### src/rtl/cond_unit.sv
// cond_unit: conditional-execution stage between decode and execute.
//
// Holds the architectural NZCV flag register, evaluates the ARM condition
// field of the decode-stage instruction and registers the condition-gated
// write/branch requests into the execute stage. Flags produced by the ALU
// are committed when the flag-setting instruction leaves execute.
//
// Optional build macro: COND_UNIT_FLAG_FWD_EN
//   defined   - condition evaluation sees ALU flags forwarded per group from
//               the flag-setting instruction currently in execute.
//   undefined - condition evaluation sees only the committed Flags register;
//               an instruction directly after a flag-setter sees stale flags.
//
// Ports:
//   CLK        clock, rising edge
//   RESETn     asynchronous active-low reset
//   Cond       condition field of the decode-stage instruction
//   InValid    decode-stage instruction valid
//   Stall      hold the execute-stage register
//   Flush      kill the instruction entering execute (wins over Stall)
//   PCS, RegW, MemW, NoWrite, FlagW   raw decoder requests
//   ALUFlags   {N,Z,C,V} from the ALU for the execute-stage instruction
//   PCSrcE, RegWriteE, MemWriteE, CondExE, FlagWE   registered execute outputs
//   Flags      committed NZCV register

module cond_unit #(
    parameter logic [3:0] FLAG_RST = 4'b0000
) (
    input  logic       CLK,
    input  logic       RESETn,
    input  logic [3:0] Cond,
    input  logic       InValid,
    input  logic       Stall,
    input  logic       Flush,
    input  logic       PCS,
    input  logic       RegW,
    input  logic       MemW,
    input  logic       NoWrite,
    input  logic [1:0] FlagW,
    input  logic [3:0] ALUFlags,
    output logic       PCSrcE,
    output logic       RegWriteE,
    output logic       MemWriteE,
    output logic       CondExE,
    output logic [1:0] FlagWE,
    output logic [3:0] Flags
);

    logic [3:0] flags_q;
    logic [3:0] eval_flags;
    logic       cond_ex;
    logic       ex;
    logic       n_f, z_f, c_f, v_f;
    logic       commit;

`ifdef COND_UNIT_FLAG_FWD_EN
    // Forward each flag group independently from the instruction in execute.
    assign eval_flags[3:2] = FlagWE[1] ? ALUFlags[3:2] : flags_q[3:2];
    assign eval_flags[1:0] = FlagWE[0] ? ALUFlags[1:0] : flags_q[1:0];
`else
    assign eval_flags = flags_q;
`endif

    assign n_f = eval_flags[3];
    assign z_f = eval_flags[2];
    assign c_f = eval_flags[1];
    assign v_f = eval_flags[0];

    always_comb begin
        cond_ex = 1'b0;
        case (Cond)
            4'b0000: cond_ex = z_f;
            4'b0001: cond_ex = !z_f;
            4'b0010: cond_ex = c_f;
            4'b0011: cond_ex = !c_f;
            4'b0100: cond_ex = n_f;
            4'b0101: cond_ex = !n_f;
            4'b0110: cond_ex = v_f;
            4'b0111: cond_ex = !v_f;
            4'b1000: cond_ex = c_f && !z_f;
            4'b1001: cond_ex = !c_f || z_f;
            4'b1010: cond_ex = (n_f == v_f);
            4'b1011: cond_ex = (n_f != v_f);
            4'b1100: cond_ex = !z_f && (n_f == v_f);
            4'b1101: cond_ex = z_f || (n_f != v_f);
            4'b1110: cond_ex = 1'b1;
            default: cond_ex = 1'b0;   // 1111: never executes
        endcase
    end

    assign ex = cond_ex & InValid;

    // The execute instruction leaves on any edge that is not a pure stall;
    // a flush still lets the current execute instruction retire its flags.
    assign commit = !Stall || Flush;

    always_ff @(posedge CLK or negedge RESETn) begin
        if (!RESETn) begin
            PCSrcE    <= 1'b0;
            RegWriteE <= 1'b0;
            MemWriteE <= 1'b0;
            CondExE   <= 1'b0;
            FlagWE    <= 2'b00;
        end else if (Flush) begin
            PCSrcE    <= 1'b0;
            RegWriteE <= 1'b0;
            MemWriteE <= 1'b0;
            CondExE   <= 1'b0;
            FlagWE    <= 2'b00;
        end else if (!Stall) begin
            PCSrcE    <= PCS & ex;
            RegWriteE <= RegW & !NoWrite & ex;
            MemWriteE <= MemW & ex;
            CondExE   <= ex;
            FlagWE    <= FlagW & {2{ex}};
        end
    end

    always_ff @(posedge CLK or negedge RESETn) begin
        if (!RESETn) begin
            flags_q <= FLAG_RST;
        end else if (commit) begin
            if (FlagWE[1]) flags_q[3:2] <= ALUFlags[3:2];
            if (FlagWE[0]) flags_q[1:0] <= ALUFlags[1:0];
        end
    end

    assign Flags = flags_q;

endmodule

### config.mk
export PLATFORM = sky130hd
export DESIGN_NAME = cond_unit
export DESIGN_NICKNAME = d
export VERILOG_FILES = /design/src/rtl/cond_unit.sv
export SDC_FILE = /design/constraint.sdc
export NUM_CORES = 1
export LEC_CHECK = 0
export CORE_MARGIN = 2
export CORE_UTILIZATION = 44
export CTS_BUF_LIST = sky130_fd_sc_hd__clkbuf_8
export CTS_CLUSTER_DIAMETER = 60
export DETAILED_ROUTE_END_ITERATION = 10
export GPL_ROUTABILITY_DRIVEN = 0
export PLACE_DENSITY = 0.92
export SYNTH_ARGS = -nofsm -noshare
export SYNTH_HDL_FRONTEND = slang
export SYNTH_SLANG_ARGS = --single-unit
### constraint.sdc
create_clock -name CLK -period 1.9 [get_ports CLK]
set_input_delay 0.38 -clock CLK [delete_from_list [all_inputs] [get_ports CLK]]
set_output_delay 0.38 -clock CLK [all_outputs]
set_load 0.02 [all_outputs]
==> run_1/met1.png <==
Scale bar: 10 um.
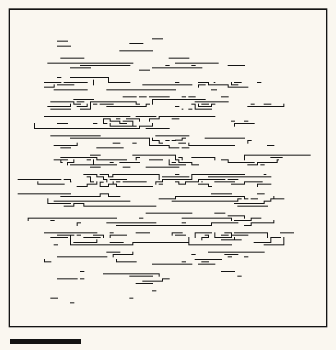
wire length on this layer = 777 um
share of all routed wire = 37%

==> run_1/met2.png <==
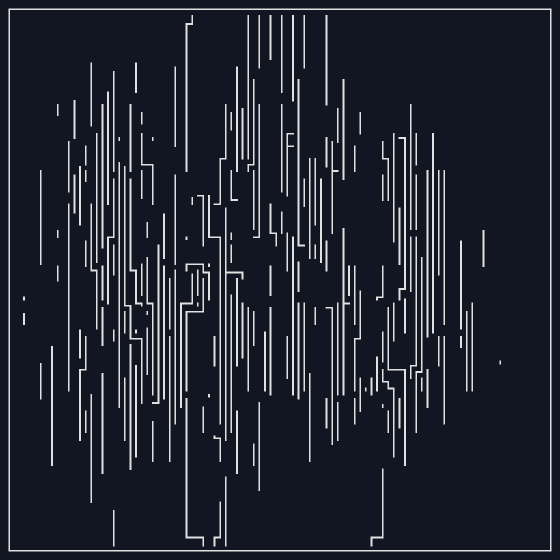
nets with wire on the layer = 122
longest straight run = 20.1 um

==> run_1/met3.png <==
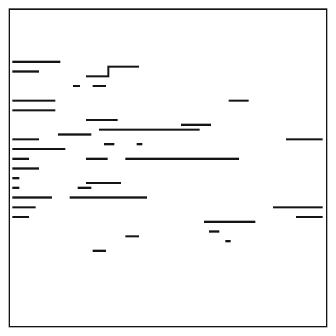
share of all routed wire = 7.3%
longest straight run = 15.6 um
wire length on this layer = 152 um
nets with wire on the layer = 28

==> run_1/met4.png <==
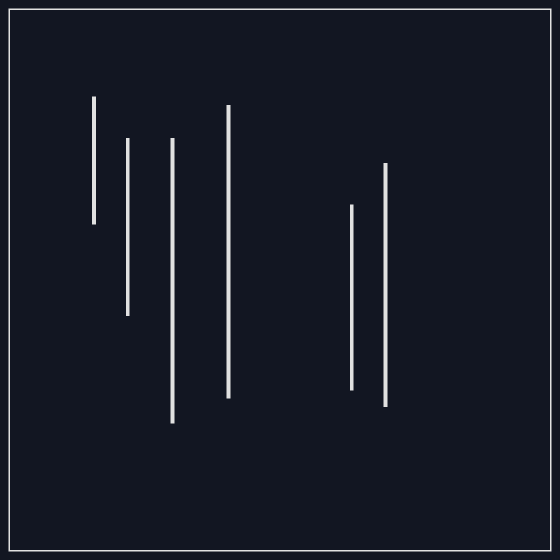
share of all routed wire = 5.1%
longest straight run = 23.8 um
nets with wire on the layer = 6

==> flow_results.xml, run 1 <==
<?xml version="1.0" encoding="UTF-8"?>
<metrics>
  <group name="placed_design">
    <metric name="dp_slack" unit="ns">-0.188</metric>
    <metric name="port_buffers" unit="">28</metric>
    <metric name="dpl.hpwl" unit="um">1490</metric>
    <metric name="placement.cell_area" unit="mm2">0.00102</metric>
  </group>
  <group name="setup_path">
    <metric name="crit_chain" unit="">clkdlybuf4s50_1 -&gt; nand4_1 -&gt; and3_1 -&gt; o211a_1 -&gt; o21ai_0 -&gt; o211ai_1</metric>
    <metric name="worst_setup_path_endpoint" unit="">MemWriteE$_DFFE_PN0N_</metric>
    <metric name="worst_ep_arrival_time" unit="ns">1.88</metric>
    <metric name="timing.critical_path.slowest_stage_cell" unit="">sky130_fd_sc_hd__clkdlybuf4s50_1</metric>
    <metric name="critical_path.n_buffers_inverters" unit="">1</metric>
    <metric name="crit-reg2reg-launch" unit="">Flags[3]$_DFFE_PN0P_</metric>
    <metric name="critical_path.max_stage_delay" unit="ns">0.56</metric>
    <metric name="criticalPathCategory" unit="">input pin to register</metric>
    <metric name="rrSetupSlack" unit="ns">0.31</metric>
  </group>
  <group name="cells_and_area">
    <metric name="comb_area_frac" unit="">0.389</metric>
    <metric name="largest_class" unit="">combinational gates</metric>
    <metric name="clkCellAreaFrac" unit="">0.0508</metric>
    <metric name="final_net_count" unit="">132</metric>
    <metric name="syn2layout_area_growth" unit="%">51.4</metric>
    <metric name="buffer_area_frac" unit="">0.300</metric>
    <metric name="layout.core_utilization" unit="">0.711</metric>
    <metric name="diodes" unit="">0</metric>
    <metric name="layout.comb_gates.multi_input" unit="">62</metric>
    <metric name="layout_top_cells_excl_fill_tap" unit="">sky130_fd_sc_hd__clkdlybuf4s50_1, sky130_fd_sc_hd__nand2_1, sky130_fd_sc_hd__dfrtp_1</metric>
    <metric name="ff_latch_area" unit="um2">250</metric>
    <metric name="num-clock-buffers" unit="">4</metric>
    <metric name="nFlopsAndLatches" unit="">10</metric>
    <metric name="area.share.sequential" unit="">0.231</metric>
    <metric name="layout-drive-gt1-share" unit="">0.152</metric>
    <metric name="inverters_excl_clock" unit="">3</metric>
  </group>
  <group name="final_timing">
    <metric name="maxSlewViolCount" unit="">0</metric>
    <metric name="fin_tns_setup" unit="ns">0</metric>
    <metric name="post-route-min-period" unit="ns">1.78</metric>
    <metric name="timing.slew.headroom" unit="">0.678</metric>
    <metric name="min_period_over_period" unit="">0.938</metric>
    <metric name="clock-skew-final" unit="ns">0.00299</metric>
  </group>
  <group name="clock_tree">
    <metric name="hold_buffers" unit="">0</metric>
    <metric name="clk_pin_slew_worst_paths" unit="ns">0.05</metric>
    <metric name="post_cts_resized" unit="">1</metric>
    <metric name="post_cts_buffers" unit="">0</metric>
  </group>
  <group name="status">
    <metric name="status" unit="">complete, no violations</metric>
  </group>
  <group name="power">
    <metric name="largest_power_group" unit="">combinational cells</metric>
    <metric name="switching_share" unit="">0.352</metric>
    <metric name="power.combinational.total" unit="mW">0.437</metric>
    <metric name="pwr.group.clock" unit="mW">0.270</metric>
    <metric name="power_switching" unit="mW">0.372</metric>
    <metric name="p_seq" unit="mW">0.348</metric>
  </group>
  <group name="yosys">
    <metric name="synthArstFlopShare" unit="">1.00</metric>
    <metric name="synth-warning-count" unit="">0</metric>
    <metric name="synth.yosys.chip_area" unit="um2">716</metric>
    <metric name="topCellsByArea" unit="">sky130_fd_sc_hd__dfrtp_1, sky130_fd_sc_hd__nand2_1, sky130_fd_sc_hd__mux2_2</metric>
    <metric name="avgSynthCellArea" unit="um2">8.95</metric>
    <metric name="synth_xor_xnor_area_share" unit="">0.0245</metric>
    <metric name="ys_seq_frac" unit="">0.350</metric>
    <metric name="synth-simple-area-share" unit="">0.241</metric>
    <metric name="synthDominantCellAreaShare" unit="">0.350</metric>
    <metric name="enable_flop_cells" unit="">0</metric>
    <metric name="postSynth.topFlopCell" unit="">sky130_fd_sc_hd__dfrtp_1</metric>
    <metric name="synth_top_cell_by_area" unit="">sky130_fd_sc_hd__dfrtp_1</metric>
    <metric name="netlist.top_cell.by_instances" unit="">sky130_fd_sc_hd__nand2_1</metric>
  </group>
  <group name="floorplan">
    <metric name="ioPinCount" unit="">29</metric>
    <metric name="chipArea" unit="mm2">0.00197</metric>
    <metric name="core" unit="mm2">0.00152</metric>
    <metric name="initCoreUtil" unit="">0.470</metric>
    <metric name="std_cell_rows" unit="">14</metric>
  </group>
  <group name="grt">
    <metric name="grt_antenna_before_repair" unit="">0</metric>
    <metric name="met1_resource_use_gr" unit="">0.257</metric>
    <metric name="grt_start_max_net_pins" unit="">11</metric>
    <metric name="globalRoute.totalOverflow" unit="">0</metric>
  </group>
  <group name="detailed_routing">
    <metric name="route.met3.wl" unit="um">151</metric>
    <metric name="drt.antenna.violating_nets" unit="">0</metric>
    <metric name="route.top_layer_used" unit="">met4</metric>
    <metric name="drtPass1Iterations" unit="">4</metric>
    <metric name="dr_wl_met2" unit="um">1040</metric>
  </group>
  <group name="hold_path">
    <metric name="min_path_type" unit="">input pin to async pin</metric>
  </group>
  <group name="flow_run">
    <metric name="max_cap_violations" unit="">0</metric>
  </group>
</metrics>
==> inputs of run 2 (changes only) <==
- ABC_AREA: not set -> 1
- CORE_UTILIZATION: 44 -> 42
==> run_2/met1.png <==
Scale bar: 10 um.
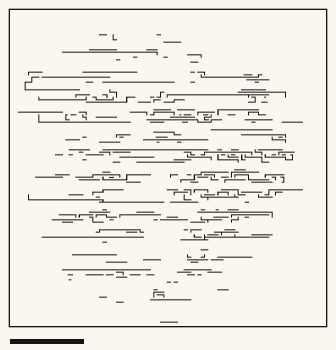
met1 Resource Use GR: 0.246
vias after detailed routing: 756
final wirelength: 1690 um

==> run_2/met2.png <==
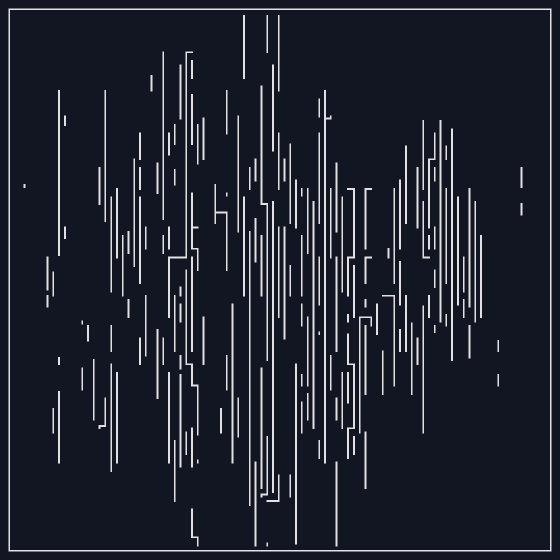
main direction = vertical
longest straight run = 29.6 um

==> run_2/final_congestion.png <==
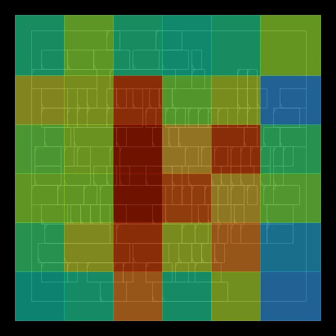
Total Routing Usage GR: 0.213
Post-Route Utilization: 0.668

==> run 2 against run 1 <==
Net effect:
- clock-buffer cell count fell by 1
- via count shrank 1.8%
- synthesized cell count increased by 24%
- die area fell by 6.0%
- worst setup slack better by 0.14 ns
- sequential share of layout area up 2.4 points
==> flow_results.xml, run 2 <==
<?xml version="1.0" encoding="UTF-8"?>
<metrics>
  <group name="floorplan">
    <metric name="initCoreUtil" unit="">0.434</metric>
    <metric name="chipArea" unit="mm2">0.00185</metric>
    <metric name="std_cell_rows" unit="">14</metric>
    <metric name="die_height" unit="um">43.0</metric>
    <metric name="ioPinCount" unit="">29</metric>
    <metric name="core" unit="mm2">0.00147</metric>
  </group>
  <group name="yosys">
    <metric name="topCellsByArea" unit="">sky130_fd_sc_hd__dfrtp_1, sky130_fd_sc_hd__nand2_1, sky130_fd_sc_hd__nand3_1</metric>
    <metric name="postSynth.topFlopCell" unit="">sky130_fd_sc_hd__dfrtp_1</metric>
    <metric name="synth_top_cell_by_area" unit="">sky130_fd_sc_hd__dfrtp_1</metric>
    <metric name="synthDominantCellAreaShare" unit="">0.392</metric>
    <metric name="synthesis.area" unit="um2">638</metric>
    <metric name="ys_cells" unit="">99</metric>
    <metric name="synth_xor_xnor_area_share" unit="">0</metric>
    <metric name="synth-warning-count" unit="">0</metric>
    <metric name="netlist.top_cell.by_instances" unit="">sky130_fd_sc_hd__nand2_1</metric>
    <metric name="synthArstFlopShare" unit="">1.00</metric>
    <metric name="ys_seq_frac" unit="">0.392</metric>
    <metric name="enable_flop_cells" unit="">0</metric>
    <metric name="synth.yosys.chip_area" unit="um2">638</metric>
    <metric name="avgSynthCellArea" unit="um2">6.45</metric>
    <metric name="synthAdderAreaFrac" unit="">0</metric>
    <metric name="synth-simple-area-share" unit="">0.471</metric>
  </group>
  <group name="setup_path">
    <metric name="critPathLaunchType" unit="">register</metric>
    <metric name="worst-r2r-cell-count" unit="">10</metric>
    <metric name="crit_chain" unit="">clkdlybuf4s50_1</metric>
    <metric name="criticalPathCategory" unit="">register to primary output</metric>
    <metric name="timing.critical_path.slowest_stage_cell" unit="">sky130_fd_sc_hd__clkdlybuf4s50_1</metric>
    <metric name="critical_path.max_stage_delay" unit="ns">0.63</metric>
    <metric name="rrSetupSlack" unit="ns">0.55</metric>
    <metric name="worst_ep_arrival_time" unit="ns">1.26</metric>
    <metric name="worst_setup_path_endpoint" unit="">Flags[2]</metric>
    <metric name="critPathRequiredTime" unit="ns">1.52</metric>
    <metric name="regToRegEndpoint" unit="">MemWriteE$_DFFE_PN0N_</metric>
    <metric name="startpoint" unit="">Flags[2]$_DFFE_PN0P_</metric>
    <metric name="critical_path.n_buffers_inverters" unit="">1</metric>
    <metric name="crit-reg2reg-launch" unit="">Flags[0]$_DFFE_PN0P_</metric>
  </group>
  <group name="cells_and_area">
    <metric name="largest_class" unit="">combinational gates</metric>
    <metric name="layout_top_cells_excl_fill_tap" unit="">sky130_fd_sc_hd__nand2_1, sky130_fd_sc_hd__clkdlybuf4s50_1, sky130_fd_sc_hd__nand3_1, sky130_fd_sc_hd__nor2_1, sky130_fd_sc_hd__inv_1</metric>
    <metric name="nFlopsAndLatches" unit="">10</metric>
    <metric name="layout-drive-gt1-share" unit="">0.0692</metric>
    <metric name="final_net_count" unit="">151</metric>
    <metric name="post_layout_nonfiller_instances" unit="">146</metric>
    <metric name="ff_latch_area" unit="um2">250</metric>
    <metric name="comb_area_frac" unit="">0.340</metric>
    <metric name="inverters_excl_clock" unit="">13</metric>
    <metric name="most_common_logic_cell_in_the_routed_design" unit="">sky130_fd_sc_hd__nand2_1</metric>
    <metric name="area.share.sequential" unit="">0.255</metric>
    <metric name="clkCellAreaFrac" unit="">0.0420</metric>
    <metric name="design_area" unit="um2">982</metric>
    <metric name="buffer_area_frac" unit="">0.293</metric>
    <metric name="syn2layout_area_growth" unit="%">53.9</metric>
    <metric name="num-clock-buffers" unit="">3</metric>
    <metric name="layout.comb_gates.multi_input" unit="">75</metric>
    <metric name="diodes" unit="">0</metric>
  </group>
  <group name="flow_run">
    <metric name="max_cap_violations" unit="">0</metric>
    <metric name="total_number_of_warnings_across_the_stage_logs" unit="">26</metric>
  </group>
  <group name="final_timing">
    <metric name="layout_setup_ws" unit="ns">0.260</metric>
    <metric name="min_period_over_period" unit="">0.863</metric>
    <metric name="finalHoldWorstSlack" unit="ns">0.468</metric>
    <metric name="maxSlewViolCount" unit="">0</metric>
    <metric name="post-route-min-period" unit="ns">1.64</metric>
    <metric name="tightestPinTransition" unit="ns">0.467</metric>
    <metric name="timing.slew.headroom" unit="">0.688</metric>
    <metric name="fin_tns_setup" unit="ns">0</metric>
    <metric name="clock-skew-final" unit="ns">0.00318</metric>
    <metric name="maximum_clock_rate" unit="GHz">0.610</metric>
  </group>
  <group name="power">
    <metric name="largest_power_group" unit="">combinational cells</metric>
    <metric name="seqPwrFrac" unit="">0.325</metric>
    <metric name="pwr.group.clock" unit="mW">0.217</metric>
    <metric name="power.combinational.total" unit="mW">0.426</metric>
    <metric name="p_per_area" unit="mW/mm2">969</metric>
    <metric name="power_switching" unit="mW">0.365</metric>
    <metric name="worst_ir_drop_vdd" unit="mV">0.612</metric>
    <metric name="switching_share" unit="">0.383</metric>
    <metric name="p_seq" unit="mW">0.309</metric>
  </group>
  <group name="status">
    <metric name="status" unit="">complete, no violations</metric>
  </group>
  <group name="hold_path">
    <metric name="min_path_type" unit="">input pin to async pin</metric>
  </group>
  <group name="clock_tree">
    <metric name="clk_pin_slew_worst_paths" unit="ns">0.05</metric>
    <metric name="clock-root-buffer" unit="">sky130_fd_sc_hd__clkbuf_8</metric>
    <metric name="hold_buffers" unit="">0</metric>
    <metric name="post_cts_buffers" unit="">0</metric>
    <metric name="cts_made_buffers" unit="">3</metric>
    <metric name="post_cts_resized" unit="">0</metric>
  </group>
  <group name="detailed_routing">
    <metric name="iter_0_drt_violations" unit="">20</metric>
    <metric name="drtPass1Iterations" unit="">5</metric>
    <metric name="route.top_layer_used" unit="">met4</metric>
    <metric name="route.met3.wl" unit="um">161</metric>
    <metric name="vias_per_cell" unit="">5.18</metric>
    <metric name="drt.antenna.violating_nets" unit="">0</metric>
    <metric name="dr_wl_met2" unit="um">842</metric>
  </group>
  <group name="grt">
    <metric name="gr_busiest_metal" unit="">met2</metric>
    <metric name="grt_start_max_net_pins" unit="">11</metric>
    <metric name="grt_antenna_before_repair" unit="">0</metric>
    <metric name="globalRoute.totalOverflow" unit="">0</metric>
  </group>
  <group name="placed_design">
    <metric name="port_buffers" unit="">28</metric>
    <metric name="dpl.hpwl" unit="um">1330</metric>
    <metric name="placement.cell_area" unit="um2">941</metric>
    <metric name="dp_slack" unit="ns">0.0672</metric>
  </group>
</metrics>
==> inputs of run 3 (changes only) <==
- PLACE_DENSITY: 0.92 -> 0.81
==> run_3/met2.png <==
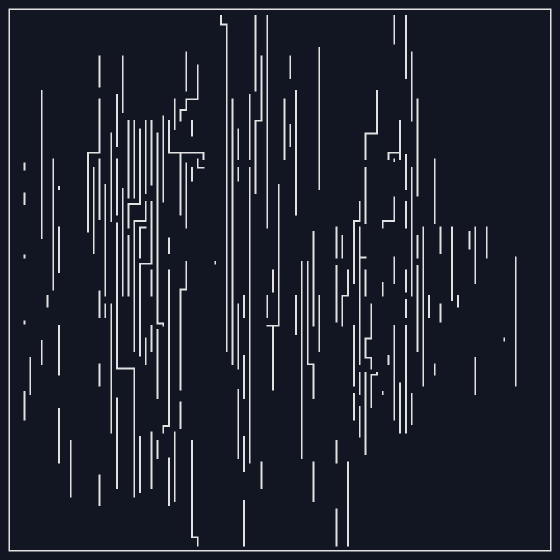
main direction = vertical
share of all routed wire = 50%

==> run_3/met1.png <==
Scale bar: 10 um.
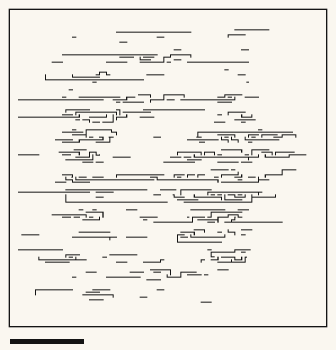
share of all routed wire = 41%
main direction = horizontal
wire length on this layer = 648 um

==> run_3/final_congestion.png <==
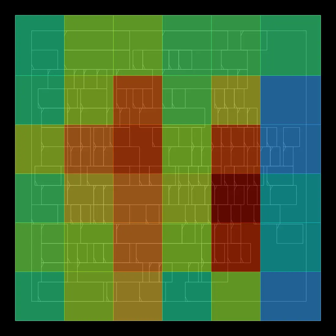
global-route track usage on met3: 0.0383
gr busiest metal: met2
met1 Resource Use GR: 0.192
met2 demand-to-capacity share in global routing: 0.333

==> run 3 against run 2 <==
Net effect:
- wire length down 7.1%
- clock-buffer cell count unchanged
- power down 1.8%
- area after synthesis unchanged
- via count down 5.8%
- first-iteration DRC count down 40%
- clock power down 4%
- worst hold slack worse by 0.012 ns
==> flow_results.xml, run 3 <==
<?xml version="1.0" encoding="UTF-8"?>
<metrics>
  <group name="status">
    <metric name="status" unit="">complete, no violations</metric>
  </group>
  <group name="yosys">
    <metric name="synthesis.instances" unit="">99</metric>
    <metric name="ys_seq_frac" unit="">0.392</metric>
    <metric name="synth.comb.largest_family" unit="">simple AND/OR/NAND/NOR gates</metric>
    <metric name="synthDominantCellAreaShare" unit="">0.392</metric>
    <metric name="synth_xor_xnor_area_share" unit="">0</metric>
    <metric name="synthArstFlopShare" unit="">1.00</metric>
    <metric name="synth.yosys.chip_area" unit="um2">638</metric>
    <metric name="synth_compound_gate_area_share" unit="">0.0529</metric>
    <metric name="synth-warning-count" unit="">0</metric>
    <metric name="synthesis.area" unit="um2">638</metric>
    <metric name="synthAdderAreaFrac" unit="">0</metric>
    <metric name="postSynth.topFlopCell" unit="">sky130_fd_sc_hd__dfrtp_1</metric>
    <metric name="post_synth_mux_area_share" unit="">0</metric>
    <metric name="synth-simple-area-share" unit="">0.471</metric>
    <metric name="avgSynthCellArea" unit="um2">6.45</metric>
    <metric name="netlist.top_cell.by_instances" unit="">sky130_fd_sc_hd__nand2_1</metric>
    <metric name="synth_nets" unit="">118</metric>
    <metric name="synth_top_cell_by_area" unit="">sky130_fd_sc_hd__dfrtp_1</metric>
    <metric name="ys_cells" unit="">99</metric>
    <metric name="topCellsByArea" unit="">sky130_fd_sc_hd__dfrtp_1, sky130_fd_sc_hd__nand2_1, sky130_fd_sc_hd__nand3_1</metric>
    <metric name="enable_flop_cells" unit="">0</metric>
  </group>
  <group name="floorplan">
    <metric name="core" unit="mm2">0.00147</metric>
    <metric name="die_height" unit="um">43.0</metric>
    <metric name="std_cell_rows" unit="">14</metric>
    <metric name="chipArea" unit="mm2">0.00185</metric>
    <metric name="ioPinCount" unit="">29</metric>
    <metric name="initCoreUtil" unit="">0.434</metric>
  </group>
  <group name="final_timing">
    <metric name="timing.slew.headroom" unit="">0.717</metric>
    <metric name="post-route-min-period" unit="ns">1.64</metric>
    <metric name="maxSlewViolCount" unit="">0</metric>
    <metric name="fin_tns_setup" unit="ns">0</metric>
    <metric name="finalHoldWorstSlack" unit="ns">0.456</metric>
    <metric name="tightestPinTransition" unit="ns">0.424</metric>
    <metric name="min_period_over_period" unit="">0.861</metric>
    <metric name="layout_setup_ws" unit="ns">0.264</metric>
    <metric name="clock-skew-final" unit="ns">0.000429</metric>
    <metric name="maximum_clock_rate" unit="GHz">0.611</metric>
  </group>
  <group name="power">
    <metric name="switching_share" unit="">0.372</metric>
    <metric name="power.combinational.total" unit="mW">0.421</metric>
    <metric name="pwr-share-comb" unit="">0.451</metric>
    <metric name="largest_power_group" unit="">combinational cells</metric>
    <metric name="p_per_area" unit="mW/mm2">951</metric>
    <metric name="p_seq" unit="mW">0.305</metric>
    <metric name="power_switching" unit="mW">0.348</metric>
    <metric name="pwr.group.clock" unit="mW">0.208</metric>
    <metric name="seqPwrFrac" unit="">0.327</metric>
    <metric name="cellLeakagePower" unit="nW">0.504</metric>
    <metric name="worst_ir_drop_vdd" unit="mV">0.637</metric>
  </group>
  <group name="placed_design">
    <metric name="dp_slack" unit="ns">0.0650</metric>
    <metric name="dp.cells" unit="">143</metric>
    <metric name="dpl.hpwl" unit="um">1270</metric>
    <metric name="port_buffers" unit="">28</metric>
    <metric name="placement.cell_area" unit="um2">941</metric>
  </group>
  <group name="setup_path">
    <metric name="worst-r2r-cell-count" unit="">10</metric>
    <metric name="crit-reg2reg-launch" unit="">Flags[0]$_DFFE_PN0P_</metric>
    <metric name="crit_chain" unit="">clkdlybuf4s50_1</metric>
    <metric name="rrSetupSlack" unit="ns">0.57</metric>
    <metric name="critical_path.n_buffers_inverters" unit="">1</metric>
    <metric name="criticalPathCategory" unit="">register to primary output</metric>
    <metric name="timing.critical_path.slowest_stage_cell" unit="">sky130_fd_sc_hd__clkdlybuf4s50_1</metric>
    <metric name="worst_ep_arrival_time" unit="ns">1.26</metric>
    <metric name="critical_path.max_stage_delay" unit="ns">0.63</metric>
    <metric name="startpoint" unit="">Flags[2]$_DFFE_PN0P_</metric>
    <metric name="worst_path_dominant_cell_family" unit="">buffers and inverters</metric>
    <metric name="cp.depth" unit="">1</metric>
    <metric name="regToRegEndpoint" unit="">RegWriteE$_DFFE_PN0N_</metric>
    <metric name="critPathRequiredTime" unit="ns">1.52</metric>
    <metric name="worstPathMaxFanout" unit="">4</metric>
    <metric name="critPathLaunchType" unit="">register</metric>
    <metric name="worst_setup_path_endpoint" unit="">Flags[2]</metric>
  </group>
  <group name="detailed_routing">
    <metric name="route.met3.wl" unit="um">82</metric>
    <metric name="drtPass1Iterations" unit="">4</metric>
    <metric name="wl_per_cell" unit="um">10.8</metric>
    <metric name="drt.antenna.violating_nets" unit="">0</metric>
    <metric name="dr_wl_met2" unit="um">791</metric>
    <metric name="route.top_layer_used" unit="">met4</metric>
    <metric name="routed-via-count" unit="">712</metric>
    <metric name="iter_0_drt_violations" unit="">12</metric>
    <metric name="routed_wl" unit="um">1570</metric>
    <metric name="vias_per_cell" unit="">4.88</metric>
    <metric name="drc" unit="">0</metric>
  </group>
  <group name="cells_and_area">
    <metric name="diodes" unit="">0</metric>
    <metric name="ff_latch_area" unit="um2">250</metric>
    <metric name="post_layout_nonfiller_instances" unit="">146</metric>
    <metric name="comb_area_frac" unit="">0.340</metric>
    <metric name="design_area" unit="um2">982</metric>
    <metric name="area.share.sequential" unit="">0.255</metric>
    <metric name="clkCellAreaFrac" unit="">0.0420</metric>
    <metric name="buffer_area_frac" unit="">0.293</metric>
    <metric name="layout.comb_gates.multi_input" unit="">75</metric>
    <metric name="num-clock-buffers" unit="">3</metric>
    <metric name="syn2layout_area_growth" unit="%">53.9</metric>
    <metric name="nFlopsAndLatches" unit="">10</metric>
    <metric name="largest_register_ffs" unit="">4</metric>
    <metric name="largest_class" unit="">combinational gates</metric>
    <metric name="final_net_count" unit="">151</metric>
    <metric name="layout_top_cells_excl_fill_tap" unit="">sky130_fd_sc_hd__nand2_1, sky130_fd_sc_hd__clkdlybuf4s50_1, sky130_fd_sc_hd__nand3_1, sky130_fd_sc_hd__nor2_1, sky130_fd_sc_hd__inv_1</metric>
    <metric name="inverters_excl_clock" unit="">13</metric>
    <metric name="layout.core_utilization" unit="">0.668</metric>
    <metric name="most_common_logic_cell_in_the_routed_design" unit="">sky130_fd_sc_hd__nand2_1</metric>
    <metric name="layout-drive-gt1-share" unit="">0.0692</metric>
  </group>
  <group name="clock_tree">
    <metric name="htree_num_levels" unit="">1</metric>
    <metric name="hold_buffers" unit="">0</metric>
    <metric name="ctsLongestPathBuffers" unit="">2</metric>
    <metric name="clock-root-buffer" unit="">sky130_fd_sc_hd__clkbuf_8</metric>
    <metric name="cts_made_buffers" unit="">3</metric>
    <metric name="post_cts_buffers" unit="">0</metric>
    <metric name="post_cts_resized" unit="">0</metric>
    <metric name="clk_pin_slew_worst_paths" unit="ns">0.04</metric>
  </group>
  <group name="flow_run">
    <metric name="total_number_of_warnings_across_the_stage_logs" unit="">26</metric>
    <metric name="max_cap_violations" unit="">0</metric>
  </group>
  <group name="grt">
    <metric name="grt_start_max_net_pins" unit="">11</metric>
    <metric name="grt_antenna_before_repair" unit="">0</metric>
    <metric name="gr-usage-all-layers" unit="">0.186</metric>
    <metric name="globalRoute.totalOverflow" unit="">0</metric>
    <metric name="grt_first_pass_wirelength" unit="um">2530</metric>
    <metric name="grt_pass1_vias" unit="">671</metric>
  </group>
  <group name="hold_path">
    <metric name="min_path_type" unit="">input pin to async pin</metric>
  </group>
</metrics>
Power figures rest on the tool's default switching activity, not on a simulated workload.
